$ cat config.mk
export PLATFORM = sky130hd
export DESIGN_NAME = router_output_port_flat
export DESIGN_NICKNAME = d
export VERILOG_FILES = /design/src/rtl/router_pkg.sv /design/src/rtl/router_output_port_if.sv /design/src/rtl/router_credit_counter.sv /design/src/rtl/router_output_port.sv /design/src/flat_wrapper.sv
export SDC_FILE = /design/constraint.sdc
export NUM_CORES = 1
export LEC_CHECK = 0
export CORE_UTILIZATION = 30
export CTS_CLUSTER_DIAMETER = 120
export DETAILED_ROUTE_END_ITERATION = 16
export PLACE_DENSITY = 0.76
export SYNTH_ARGS = -nofsm -noshare
export SYNTH_HDL_FRONTEND = slang
export SYNTH_SLANG_ARGS = --single-unit
$ cat constraint.sdc
create_clock -name CLK -period 3.6 [get_ports CLK]
set_input_delay 0.36 -clock CLK [delete_from_list [all_inputs] [get_ports CLK]]
set_output_delay 0.36 -clock CLK [all_outputs]
set_load 0.005 [all_outputs]
$ cat src/rtl/router_pkg.sv
// Shared router types and constants: port count, flit width, output-port FSM states and the
// flit record carried on a link.
package router_pkg;

  localparam int unsigned NUM_PORTS = 5;
  localparam int unsigned FLIT_W    = 32;

  typedef enum logic [0:0] {
    IDLE,
    LOCKED
  } port_state_t;

  typedef struct packed {
    logic              tail;
    logic [FLIT_W-1:0] payload;
  } flit_t;

endpackage

$ cat src/rtl/router_output_port_if.sv
// Handshake bundle between the router input buffers/arbiter, one output port and its link.
// The slave modport is the output-port stage; the master modport is its surroundings.
interface router_output_port_if #(
  parameter int unsigned NUM_IN = router_pkg::NUM_PORTS,
  parameter int unsigned FLIT_W = router_pkg::FLIT_W
);

  logic [NUM_IN-1:0]        in_valid;
  logic [NUM_IN*FLIT_W-1:0] in_flit;
  logic [NUM_IN-1:0]        in_tail;
  logic [NUM_IN-1:0]        in_ready;
  logic [NUM_IN-1:0]        arb_requests;
  logic [NUM_IN-1:0]        arb_select;
  logic                     arb_next;
  logic                     credit_in;
  logic                     out_valid;
  logic [FLIT_W-1:0]        out_flit;
  logic                     out_tail;
  logic                     err;

  modport slave (
    input  in_valid,
    input  in_flit,
    input  in_tail,
    input  arb_select,
    input  credit_in,
    output in_ready,
    output arb_requests,
    output arb_next,
    output out_valid,
    output out_flit,
    output out_tail,
    output err
  );

  modport master (
    output in_valid,
    output in_flit,
    output in_tail,
    output arb_select,
    output credit_in,
    input  in_ready,
    input  arb_requests,
    input  arb_next,
    input  out_valid,
    input  out_flit,
    input  out_tail,
    input  err
  );

endinterface

$ cat src/rtl/router_credit_counter.sv
// Downstream credit tracker for one output link: counts free slots in the next router's buffer,
// saturating at CREDITS and flagging a credit returned while already full.
module router_credit_counter #(
  parameter int unsigned CREDITS = 4
) (
  input  logic CLK,
  input  logic RST_N,
  input  logic dec,
  input  logic inc,
  output logic can_send,
  output logic overflow
);

  localparam int unsigned CntW = $clog2(CREDITS + 1);
  localparam logic [CntW-1:0] Full = CntW'(CREDITS);

  logic [CntW-1:0] cnt_q, cnt_d;

  // A send and a returned credit in the same cycle cancel out.
  always_comb begin
    cnt_d = cnt_q;
    if (dec && !inc && (cnt_q != '0)) begin
      cnt_d = cnt_q - 1'b1;
    end else if (inc && !dec && (cnt_q != Full)) begin
      cnt_d = cnt_q + 1'b1;
    end
  end

  always_ff @(posedge CLK) begin
    if (!RST_N) begin
      cnt_q <= Full;
    end else begin
      cnt_q <= cnt_d;
    end
  end

  assign can_send = (cnt_q != '0);
  assign overflow = inc && (cnt_q == Full);

endmodule

$ cat src/rtl/router_output_port.sv
// One output port of the mesh router: locks the arbiter's winner for a wormhole packet, muxes its
// flits onto a registered link and meters them with credits. ROUTER_OUTPUT_PORT_ERR_CHECK_EN adds err.
module router_output_port #(
  parameter int unsigned NUM_IN  = router_pkg::NUM_PORTS,
  parameter int unsigned FLIT_W  = router_pkg::FLIT_W,
  parameter int unsigned CREDITS = 4
) (
  input logic                 CLK,
  input logic                 RST_N,
  router_output_port_if.slave port
);

  import router_pkg::*;

  port_state_t       state_q, state_d;
  logic [NUM_IN-1:0] owner_q, owner_d;
  logic [NUM_IN-1:0] in_ready;
  logic [NUM_IN-1:0] arb_requests;
  logic              arb_next;
  logic              send;
  logic              can_send;
  logic              overflow;

  logic [FLIT_W-1:0] sel_flit;
  logic              sel_tail;

  logic              out_valid_q, out_valid_d;
  logic [FLIT_W-1:0] out_flit_q, out_flit_d;
  logic              out_tail_q, out_tail_d;

  router_credit_counter #(
    .CREDITS (CREDITS)
  ) u_credit_counter (
    .CLK      (CLK),
    .RST_N    (RST_N),
    .dec      (send),
    .inc      (port.credit_in),
    .can_send (can_send),
    .overflow (overflow)
  );

  // Nothing is dequeued while reset is held, so no flit is lost in the reset cycle.
  always_comb begin
    state_d      = state_q;
    owner_d      = owner_q;
    in_ready     = '0;
    arb_requests = '0;
    arb_next     = 1'b0;
    send         = 1'b0;
    if (RST_N) begin
      unique case (state_q)
        IDLE: begin
          if (can_send) begin
            arb_requests = port.in_valid;
          end
          if ((port.arb_select != '0) && can_send) begin
            send     = 1'b1;
            owner_d  = port.arb_select;
            in_ready = port.arb_select;
            if ((port.arb_select & port.in_tail) != '0) begin
              arb_next = 1'b1;
            end else begin
              state_d = LOCKED;
            end
          end
        end
        LOCKED: begin
          if (can_send && ((port.in_valid & owner_q) != '0)) begin
            send     = 1'b1;
            in_ready = owner_q;
            if ((owner_q & port.in_tail) != '0) begin
              arb_next = 1'b1;
              state_d  = IDLE;
            end
          end
        end
        default: state_d = IDLE;
      endcase
    end
  end

  always_comb begin
    sel_flit = '0;
    sel_tail = 1'b0;
    for (int i = 0; i < NUM_IN; i++) begin
      if (in_ready[i]) begin
        sel_flit = sel_flit | port.in_flit[i*FLIT_W +: FLIT_W];
        sel_tail = sel_tail | port.in_tail[i];
      end
    end
  end

  always_comb begin
    out_valid_d = send;
    out_flit_d  = send ? sel_flit : out_flit_q;
    out_tail_d  = send ? sel_tail : out_tail_q;
  end

  always_ff @(posedge CLK) begin
    if (!RST_N) begin
      state_q     <= IDLE;
      owner_q     <= '0;
      out_valid_q <= 1'b0;
      out_flit_q  <= '0;
      out_tail_q  <= 1'b0;
    end else begin
      state_q     <= state_d;
      owner_q     <= owner_d;
      out_valid_q <= out_valid_d;
      out_flit_q  <= out_flit_d;
      out_tail_q  <= out_tail_d;
    end
  end

  assign port.in_ready     = in_ready;
  assign port.arb_requests = arb_requests;
  assign port.arb_next     = arb_next;
  assign port.out_valid    = out_valid_q;
  assign port.out_flit     = out_flit_q;
  assign port.out_tail     = out_tail_q;

`ifdef ROUTER_OUTPUT_PORT_ERR_CHECK_EN
  logic err_q, err_d;

  // Sticky: full-counter credit return, multi-hot grant, or a grant nobody requested.
  always_comb begin
    err_d = err_q;
    if (overflow) begin
      err_d = 1'b1;
    end
    if ((port.arb_select & (port.arb_select - NUM_IN'(1))) != '0) begin
      err_d = 1'b1;
    end
    if ((port.arb_select != '0) && (arb_requests == '0)) begin
      err_d = 1'b1;
    end
  end

  always_ff @(posedge CLK) begin
    if (!RST_N) begin
      err_q <= 1'b0;
    end else begin
      err_q <= err_d;
    end
  end

  assign port.err = err_q;
`else
  logic unused_overflow;
  assign unused_overflow = overflow;
  assign port.err        = 1'b0;
`endif

endmodule

$ cat src/flat_wrapper.sv
// flat-port wrapper written by rule: the top's interface ports become plain ports
module router_output_port_flat import router_pkg::*;
#(
  parameter int unsigned NUM_IN  = router_pkg::NUM_PORTS,
  parameter int unsigned FLIT_W  = router_pkg::FLIT_W,
  parameter int unsigned CREDITS = 4
)
  (CLK, RST_N, port_in_valid, port_in_flit, port_in_tail, port_arb_select, port_credit_in, port_in_ready, port_arb_requests, port_arb_next, port_out_valid, port_out_flit, port_out_tail, port_err);
  router_output_port_if #(.NUM_IN(NUM_IN), .FLIT_W(FLIT_W)) port_i ();
  input logic CLK;
  input logic RST_N;
  input wire logic [$bits(port_i.in_valid)-1:0] port_in_valid;
  input wire logic [$bits(port_i.in_flit)-1:0] port_in_flit;
  input wire logic [$bits(port_i.in_tail)-1:0] port_in_tail;
  input wire logic [$bits(port_i.arb_select)-1:0] port_arb_select;
  input wire logic [$bits(port_i.credit_in)-1:0] port_credit_in;
  output wire logic [$bits(port_i.in_ready)-1:0] port_in_ready;
  output wire logic [$bits(port_i.arb_requests)-1:0] port_arb_requests;
  output wire logic [$bits(port_i.arb_next)-1:0] port_arb_next;
  output wire logic [$bits(port_i.out_valid)-1:0] port_out_valid;
  output wire logic [$bits(port_i.out_flit)-1:0] port_out_flit;
  output wire logic [$bits(port_i.out_tail)-1:0] port_out_tail;
  output wire logic [$bits(port_i.err)-1:0] port_err;
  assign port_i.in_valid = port_in_valid;
  assign port_i.in_flit = port_in_flit;
  assign port_i.in_tail = port_in_tail;
  assign port_i.arb_select = port_arb_select;
  assign port_i.credit_in = port_credit_in;
  assign port_in_ready = port_i.in_ready;
  assign port_arb_requests = port_i.arb_requests;
  assign port_arb_next = port_i.arb_next;
  assign port_out_valid = port_i.out_valid;
  assign port_out_flit = port_i.out_flit;
  assign port_out_tail = port_i.out_tail;
  assign port_err = port_i.err;
  router_output_port #(.NUM_IN(NUM_IN), .FLIT_W(FLIT_W), .CREDITS(CREDITS)) u_core (.CLK(CLK), .RST_N(RST_N), .port(port_i));
endmodule
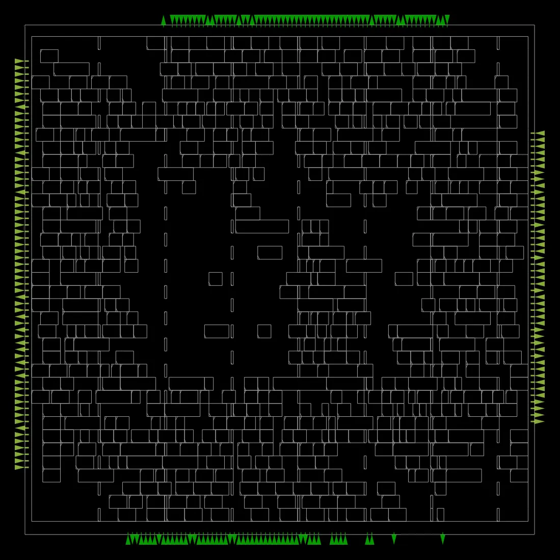
Figure 1: run 1, cell outlines without signal wires.
sequential cell count: 43
fillers: 958
num tapcells: 136
core area: 0.0104 mm^2
fin util: 0.545

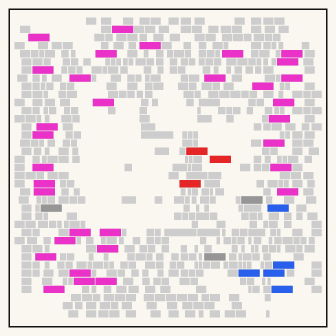
Figure 2: run 1, register map, names as in the netlist.
Other sequential cells in the stronger grey, the rest of the logic in the fainter grey.
| netlist name | colour | flops |
|---|---|---|
| u_core.u_credit_counter.cnt_q | red | 3 |
| u_core.port.out_flit | magenta | 32 |
| u_core.owner_q | blue | 5 |
not coloured: 3

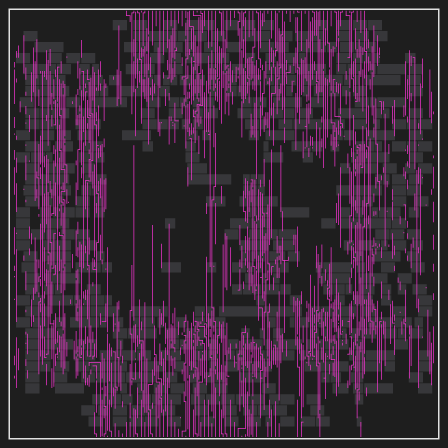
Figure 3: run 1, M2 wires.
Cells faint in the background.
nets with wire on the layer: 678
share of all routed wire: 51%
main direction: vertical

==> results.py, run 1 <==
# Auto-generated metrics
metrics = {
    "critical_path": {
        "worstPathArrival_ns": 2.61,
        "critPathLaunch": "port_in_valid[0]",
        "crit_path_end_kind": "primary output",
        "worstPathRequired_ns": 3.24,
        "cpPeakStageDelay_ns": 0.74,
        "critPathLaunchType": "input pin",
    },
    "global_route": {
        "grt_max_degree": 49,
        "grt_pass1_vias": 4612,
    },
    "synth": {
        "yosys.stat.seqShare": 0.267,
        "fp_nets": 599,
        "yosys-stat-area_mm2": 0.00323,
    },
    "floorplanning": {
        "die_area_mm2": 0.0112,
    },
    "timing": {
        "slew_headroom": 0.346,
        "tightest_slew_ns": 0.978,
        "holdWs_ns": 0.516,
        "finalCritPeriodShare": 0.826,
        "final.setup.tns_ns": 0,
    },
    "drt": {
        "ant_nets": 0,
        "viasPerCell": 5.92,
    },
    "finish": {
        "n_antenna_cell": 0,
    },
    "cts": {
        "cts_sinks": 43,
    },
    "min_path": {
        "min_from": "u_core.port.out_flit[12]",
    },
    "outcome": {
        "status": "completed",
    },
    "place": {
        "pre_cts_ws_ns": 0.534,
    },
}
[run 1: flip-flops by register name, summed over array words and instances (netlist names)]
name,count
u_core.port.out_tail,1
u_core.port.out_flit,32
u_core.owner_q,5
u_core.port.out_valid,1
u_core.u_credit_counter.cnt_q,3
u_core.state_q,1
[run 1: Yosys cell counts, types with 2 or more instances]
cell / number / area share
nand2_1: 13 / 0.015
o31ai_1: 3 / 0.0070
nand2b_1: 3 / 0.0058
a222oi_1: 2 / 0.0062
a21boi_0: 5 / 0.012
buf_2: 12 / 0.019
and2_1: 7 / 0.014
a211oi_1: 32 / 0.074
buf_1: 5 / 0.0058
a21o_1: 3 / 0.0070
dfxtp_1: 43 / 0.27
buf_6: 2 / 0.0070
clkbuf_1: 29 / 0.034
nor2_1: 8 / 0.0093
o21ai_0: 5 / 0.0077
buf_4: 2 / 0.0046
mux2i_1: 3 / 0.0093
and3_1: 2 / 0.0039
nor3_1: 4 / 0.0062
nor2b_1: 6 / 0.012
inv_1: 4 / 0.0046
a22oi_1: 105 / 0.24
a21oi_1: 71 / 0.11
o22ai_1: 32 / 0.062
a211o_1: 2 / 0.0054
[run 1: per-layer routing]
metal | up-vias | GRT usage | share of wire
met5 | - | 0 | 0
met4 | 0 | 0.0804 | 0.021
met3 | 27 | 0.0513 | 0.071
met2 | 241 | 0.463 | 0.51
met1 | 2096 | 0.280 | 0.40
li1 | 2060 | - | -
[run 1: cells by family after synthesis]
logic type,share of synthesized area
adders and majority gates,0.00620
muxes,0.0139
buffers and inverters,0.0755
xor gates and xnor gates,0.00543
and+or+nand+nor,0.0802
AOI/OAI and AO/OA,0.551
DFF,0.267
other,0.00116
[run 1: report_power, final]
part           total, mW  switching [mW]  internal [mW]  leakage [nW]
logic               1.11           0.506          0.601          1.54
registers          0.682          0.0820          0.600         0.361
clock network      0.460           0.183          0.278        0.0654
[run 1: placed cells by master, fill, tap and decap left out, types with 4 or more instances in the layout]
master and instances:
a21boi_0 5, inv_1 4, clkbuf_8 5, o21ai_0 5
o22ai_1 32, and2_1 7, buf_4 10, clkdlybuf4s50_1 221
a21oi_1 69, nor3_1 4, a211oi_1 32, a22oi_1 105
dfxtp_1 43, nor2_1 8, nand2_1 13, nor2b_1 6
[run 1: final timing paths]
| check | cells after the start | endpoint |
|---|---|---|
| worst min register to register | 2 | u_core.port.out_flit[12] |
| worst max register to register | 10 | u_core.u_credit_counter.cnt_q[2] |
| worst max-delay path | 5 | port_in_ready[4] |
| worst min-delay path | 2 | u_core.port.out_flit[12] |
[run 1: critical path, delay by kind of cell]
family	cells	cell delay (ns)
AOI/OAI and AO/OA	2	0.87
buffers and inverters	2	1.12
and+or+nand+nor	1	0.26
[run 1: final cells by class]
| cell class | instances | area [um^2] | area share |
|---|---|---|---|
| sequential | 43 | 861 | 0.152 |
| clock inverter | 2 | 60.1 | 0.0106 |
| timing repair buffer | 233 | 2310 | 0.409 |
| clock buffer | 6 | 72.6 | 0.0128 |
| inverter | 5 | 18.8 | 0.00332 |
| tap | 136 | 170 | 0.0301 |
| multi-input combinational | 322 | 2160 | 0.382 |
Figure 4. Met1 routing (run 1).
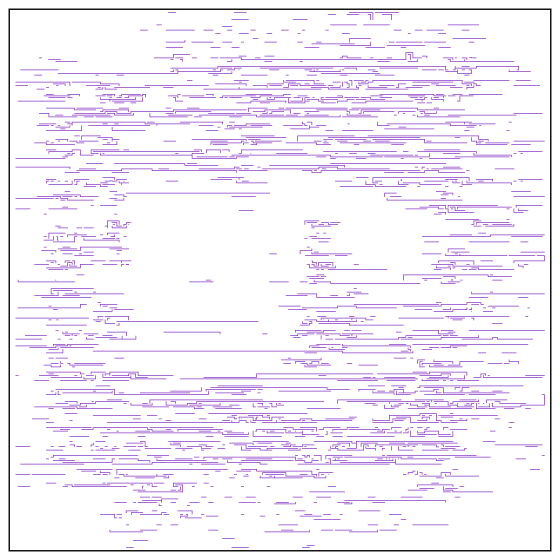

==> inputs of run 2 (changes only) <==
- clock period: 3.6 -> 2.9 ns (I/O delays scaled with it)
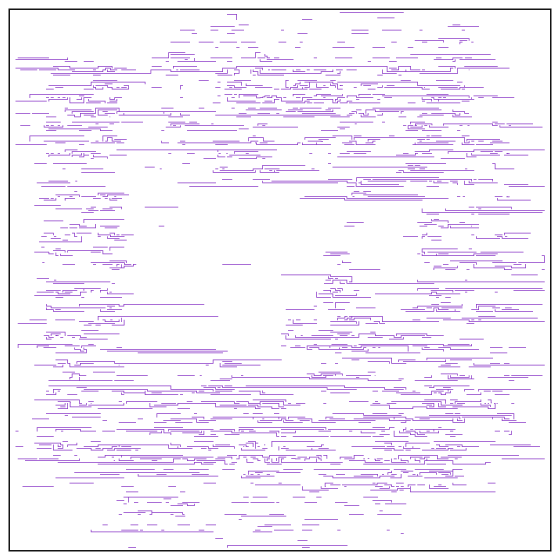
Figure 5: run 2, met1 routing.
share of all routed wire: 39%
wire length on this layer: 5430 um
nets with wire on the layer: 687

==> results.py, run 2 <==
# Auto-generated metrics
metrics = {
    "pwr": {
        "power.share.clock": 0.161,
        "switching_power_mw": 0.929,
        "swShare": 0.352,
        "combPwrFrac": 0.517,
        "internal-power_mw": 1.71,
        "seqPwrFrac": 0.322,
    },
    "floorplanning": {
        "coreArea_mm2": 0.0104,
        "die_area_mm2": 0.0112,
    },
    "synth": {
        "netlist_instances": 420,
        "yosys-stat-area_mm2": 0.00323,
        "synth_flops": 43,
        "synth.most_common_cell": "a22oi_1",
        "yosys.area.top_type_share": 0.267,
        "ys_top_cells_by_count": "a22oi_1 (105), a21oi_1 (71), dfxtp_1 (43)",
        "yosys.stat.seqShare": 0.267,
        "topCellsByArea": "dfxtp_1 (27%), a22oi_1 (24%), a21oi_1 (11%)",
        "synth.largest_area_cell": "dfxtp_1",
    },
    "outcome": {
        "status": "completed",
    },
    "finish": {
        "seq_area_um2": 861,
        "largest_reg_flops": 32,
        "nFillCells": 953,
        "lay_top_cells": "clkdlybuf4s50_1 (221), a22oi_1 (105), a21oi_1 (69), dfxtp_1 (43)",
        "combGateArea_mm2": 0.00216,
    },
    "critical_path": {
        "worstPathArrival_ns": 2.42,
        "worstPathRequired_ns": 2.61,
        "crit_path_end_kind": "primary output",
        "critPathLaunchType": "flop",
        "critical-path-top-delay-family": "simple AND/OR/NAND/NOR gates",
    },
    "place": {
        "place.gp.congestion": 0.912,
    },
    "drt": {
        "ant_nets": 0,
        "detail_route.wl_per_cell_um": 18.4,
        "viasPerCell": 5.78,
        "vias": 4342,
    },
    "timing": {
        "final.setup.tns_ns": 0,
        "finalCritPeriodShare": 0.936,
        "tightest_slew_ns": 1.03,
        "finalCriticalPeriod_ns": 2.71,
        "hold_viol_final": 0,
        "slew_headroom": 0.308,
    },
    "global_route": {
        "grt_pass1_vias": 4446,
        "grt_max_degree": 49,
    },
    "cts": {
        "cts_root_buffer": "clkbuf_8",
        "cts_sinks": 43,
        "cts_tree": "done",
    },
}
==> run 2: cell counts after synthesis <==
No cell type changed its count.
==> run 2: per-layer routing <==
metal  GRT usage  share of wire  wire, um  vias to the layer above
li1            -              -         -                     2072
met1       0.282           0.39      5430                     1994
met2       0.434           0.49      6810                      238
met3      0.0532          0.088      1220                       38
met4      0.0764          0.025       348                        0
met5           0              0         0                        -
==> run 2: kinds of logic (layout without fill, tap and decap cells) <==
group,after synthesis,after routing,synth area share
simple gates,49,49,0.0802
other cells,1,1,0.00116
compound gates,265,265,0.551
fa+ha+maj,1,1,0.00620
mux,4,4,0.0139
flops,43,43,0.267
xor+xnor,2,2,0.00543
buf+inv,55,250,0.0755
==> run 2: metrics by stage <==
step	hold slack [ns]	utilization	setup WS, ns	instances	area [um^2]
2_1_floorplan	0.435	-	0.536	420	3230
3_3_place_gp	0.495	0.534	0.275	743	5540
3_5_place_dp	0.500	0.534	0.218	743	5540
4_1_cts	0.516	0.544	0.187	751	5640
5_1_grt	0.547	0.544	0.0289	751	5640
6_report	0.511	0.544	0.186	751	5640
==> run 2: power groups by stage <==
stage	sequential [mW]	combinational [mW]	clock, mW
after floorplan	0.844	0.639	0
after global placement	0.854	1.32	0
after detailed placement	0.858	1.35	0
after CTS	0.847	1.36	0.438
after global routing	0.867	1.49	0.457
final	0.850	1.37	0.425
==> run 2: tightest hold or removal path: stages (launching register included) <==
cell and delay, ns:
dfxtp_1 0.31, a21oi_1 0.11, a21oi_1 0.04
==> run 2: area by class of cell <==
type | instances | area share
flip-flops and latches | 43 | 0.153
well taps | 136 | 0.0302
clock buffers | 8 | 0.0177
inverters | 5 | 0.00333
multi-input cells | 322 | 0.383
repair buffers | 237 | 0.413
==> run 2: final timing paths <==
kind                                    start                          endpoint  depth (start not counted)
min reg2reg          u_core.port.out_flit[12]          u_core.port.out_flit[12]                          2
max          u_core.u_credit_counter.cnt_q[0]                     port_arb_next                          5
min                  u_core.port.out_flit[12]          u_core.port.out_flit[12]                          2
max reg2reg                 u_core.owner_q[1]  u_core.u_credit_counter.cnt_q[1]                          7
==> inputs of run 3 (changes only) <==
- ABC_CLOCK_PERIOD_IN_PS: not set -> 2900
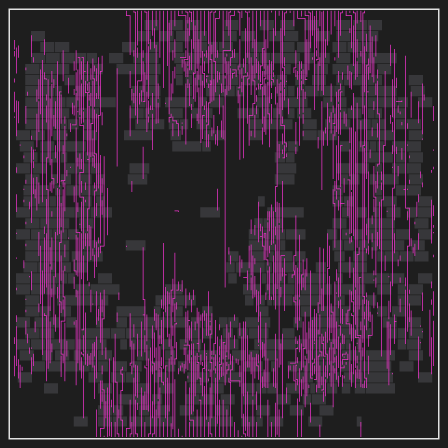
Figure 6: run 3, M2 wires.
Cells faint in the background.
longest straight run: 49.0 um
main direction: vertical

==> results.py, run 3 <==
# Auto-generated metrics
metrics = {
    "outcome": {
        "status": "completed",
    },
    "timing": {
        "tightest_slew_ns": 1.03,
        "final.setup.tns_ns": 0,
        "finalWorstSetupSlack_ns": 0.186,
        "finalCriticalPeriod_ns": 2.71,
        "hold_viol_final": 0,
        "finalCritPeriodShare": 0.936,
    },
    "finish": {
        "layout.cells.non_filler": 751,
        "layout.cells.most_common": "clkdlybuf4s50_1",
        "largest_reg_flops": 32,
        "lay_top_cells": "clkdlybuf4s50_1 (221), a22oi_1 (105), a21oi_1 (69), dfxtp_1 (43)",
        "n_antenna_cell": 0,
    },
    "floorplanning": {
        "die_area_mm2": 0.0112,
    },
    "synth": {
        "yosys-stat-area_mm2": 0.00323,
        "topCellsByArea": "dfxtp_1 (27%), a22oi_1 (24%), a21oi_1 (11%)",
        "netlist_instances": 420,
        "fp_nets": 599,
        "yosys.stat.seqShare": 0.267,
        "synth_flops": 43,
        "synth.most_common_cell": "a22oi_1",
        "synth.largest_area_cell": "dfxtp_1",
        "ys_top_cells_by_count": "a22oi_1 (105), a21oi_1 (71), dfxtp_1 (43)",
    },
    "cts": {
        "cts_root_buffer": "clkbuf_8",
        "cts_sinks": 43,
    },
    "place": {
        "dp.cells": 743,
    },
    "global_route": {
        "use_met2": 0.434,
        "grtUsageMet3": 0.0532,
        "grt_max_degree": 49,
        "grt_pass1_vias": 4446,
    },
    "drt": {
        "detail_route.wl_per_cell_um": 18.4,
        "viasPerCell": 5.78,
    },
    "critical_path": {
        "critPathLaunchType": "flop",
    },
}
==> run 3: cell counts after synthesis <==
No cell type changed its count.
==> run 3: power by group <==
| part | switching (mW) | internal, mW | total [mW] |
|---|---|---|---|
| logic | 0.616 | 0.750 | 1.37 |
| registers | 0.106 | 0.744 | 0.850 |
| clock network | 0.207 | 0.218 | 0.425 |
| total | 0.929 | 1.71 | 2.64 |
==> run 3: per-stage QoR <==
stage / power (mW) / instance area (um^2)
3_5_place_dp: 2.21 / 5540
6_report: 2.64 / 5640
3_3_place_gp: 2.18 / 5540
4_1_cts: 2.64 / 5640
2_1_floorplan: 1.48 / 3230
5_1_grt: 2.81 / 5640
==> run 3: worst paths after layout <==
| path | end | cells past startpoint | from | slack [ns] |
|---|---|---|---|---|
| max | port_arb_next | 5 | u_core.u_credit_counter.cnt_q[0] | 0.19 |
| min | u_core.port.out_flit[12] | 2 | u_core.port.out_flit[12] | 0.51 |
| min reg2reg | u_core.port.out_flit[12] | 2 | u_core.port.out_flit[12] | 0.51 |
| max reg2reg | u_core.u_credit_counter.cnt_q[1] | 7 | u_core.owner_q[1] | 0.58 |
==> run 3: kinds of logic after synthesis <==
logic type	after synthesis	synth area share
DFF	43	0.267
xor gates and xnor gates	2	0.00543
buffers and inverters	55	0.0755
and+or+nand+nor	49	0.0802
adders and majority gates	1	0.00620
muxes	4	0.0139
AOI/OAI and AO/OA	265	0.551
other	1	0.00116
==> run 3: worst max-delay path, cell delays in order, from the launching register on <==
cell and delay, ns:
dfxtp_1 0.42, nor3_1 0.87, a21o_1 0.13, o21ai_0 0.09
and3_1 0.19, clkdlybuf4s50_1 0.43
==> run 3: per-layer routing <==
| layer | vias up | part of all wire |
|---|---|---|
| met5 | - | 0 |
| met4 | 0 | 0.025 |
| met3 | 38 | 0.088 |
| met2 | 238 | 0.49 |
| met1 | 1994 | 0.39 |
| li1 | 2072 | - |
==> run 3: final cells by class <==
class,instances,area (um^2),area share
Clock buffer,8,100,0.0177
Inverter,5,18.8,0.00333
Multi-Input combinational cell,322,2160,0.383
Sequential cell,43,861,0.153
Tap cell,136,170,0.0302
Timing Repair Buffer,237,2330,0.413
No activity file was given, so power comes from the tool's default toggle rates.
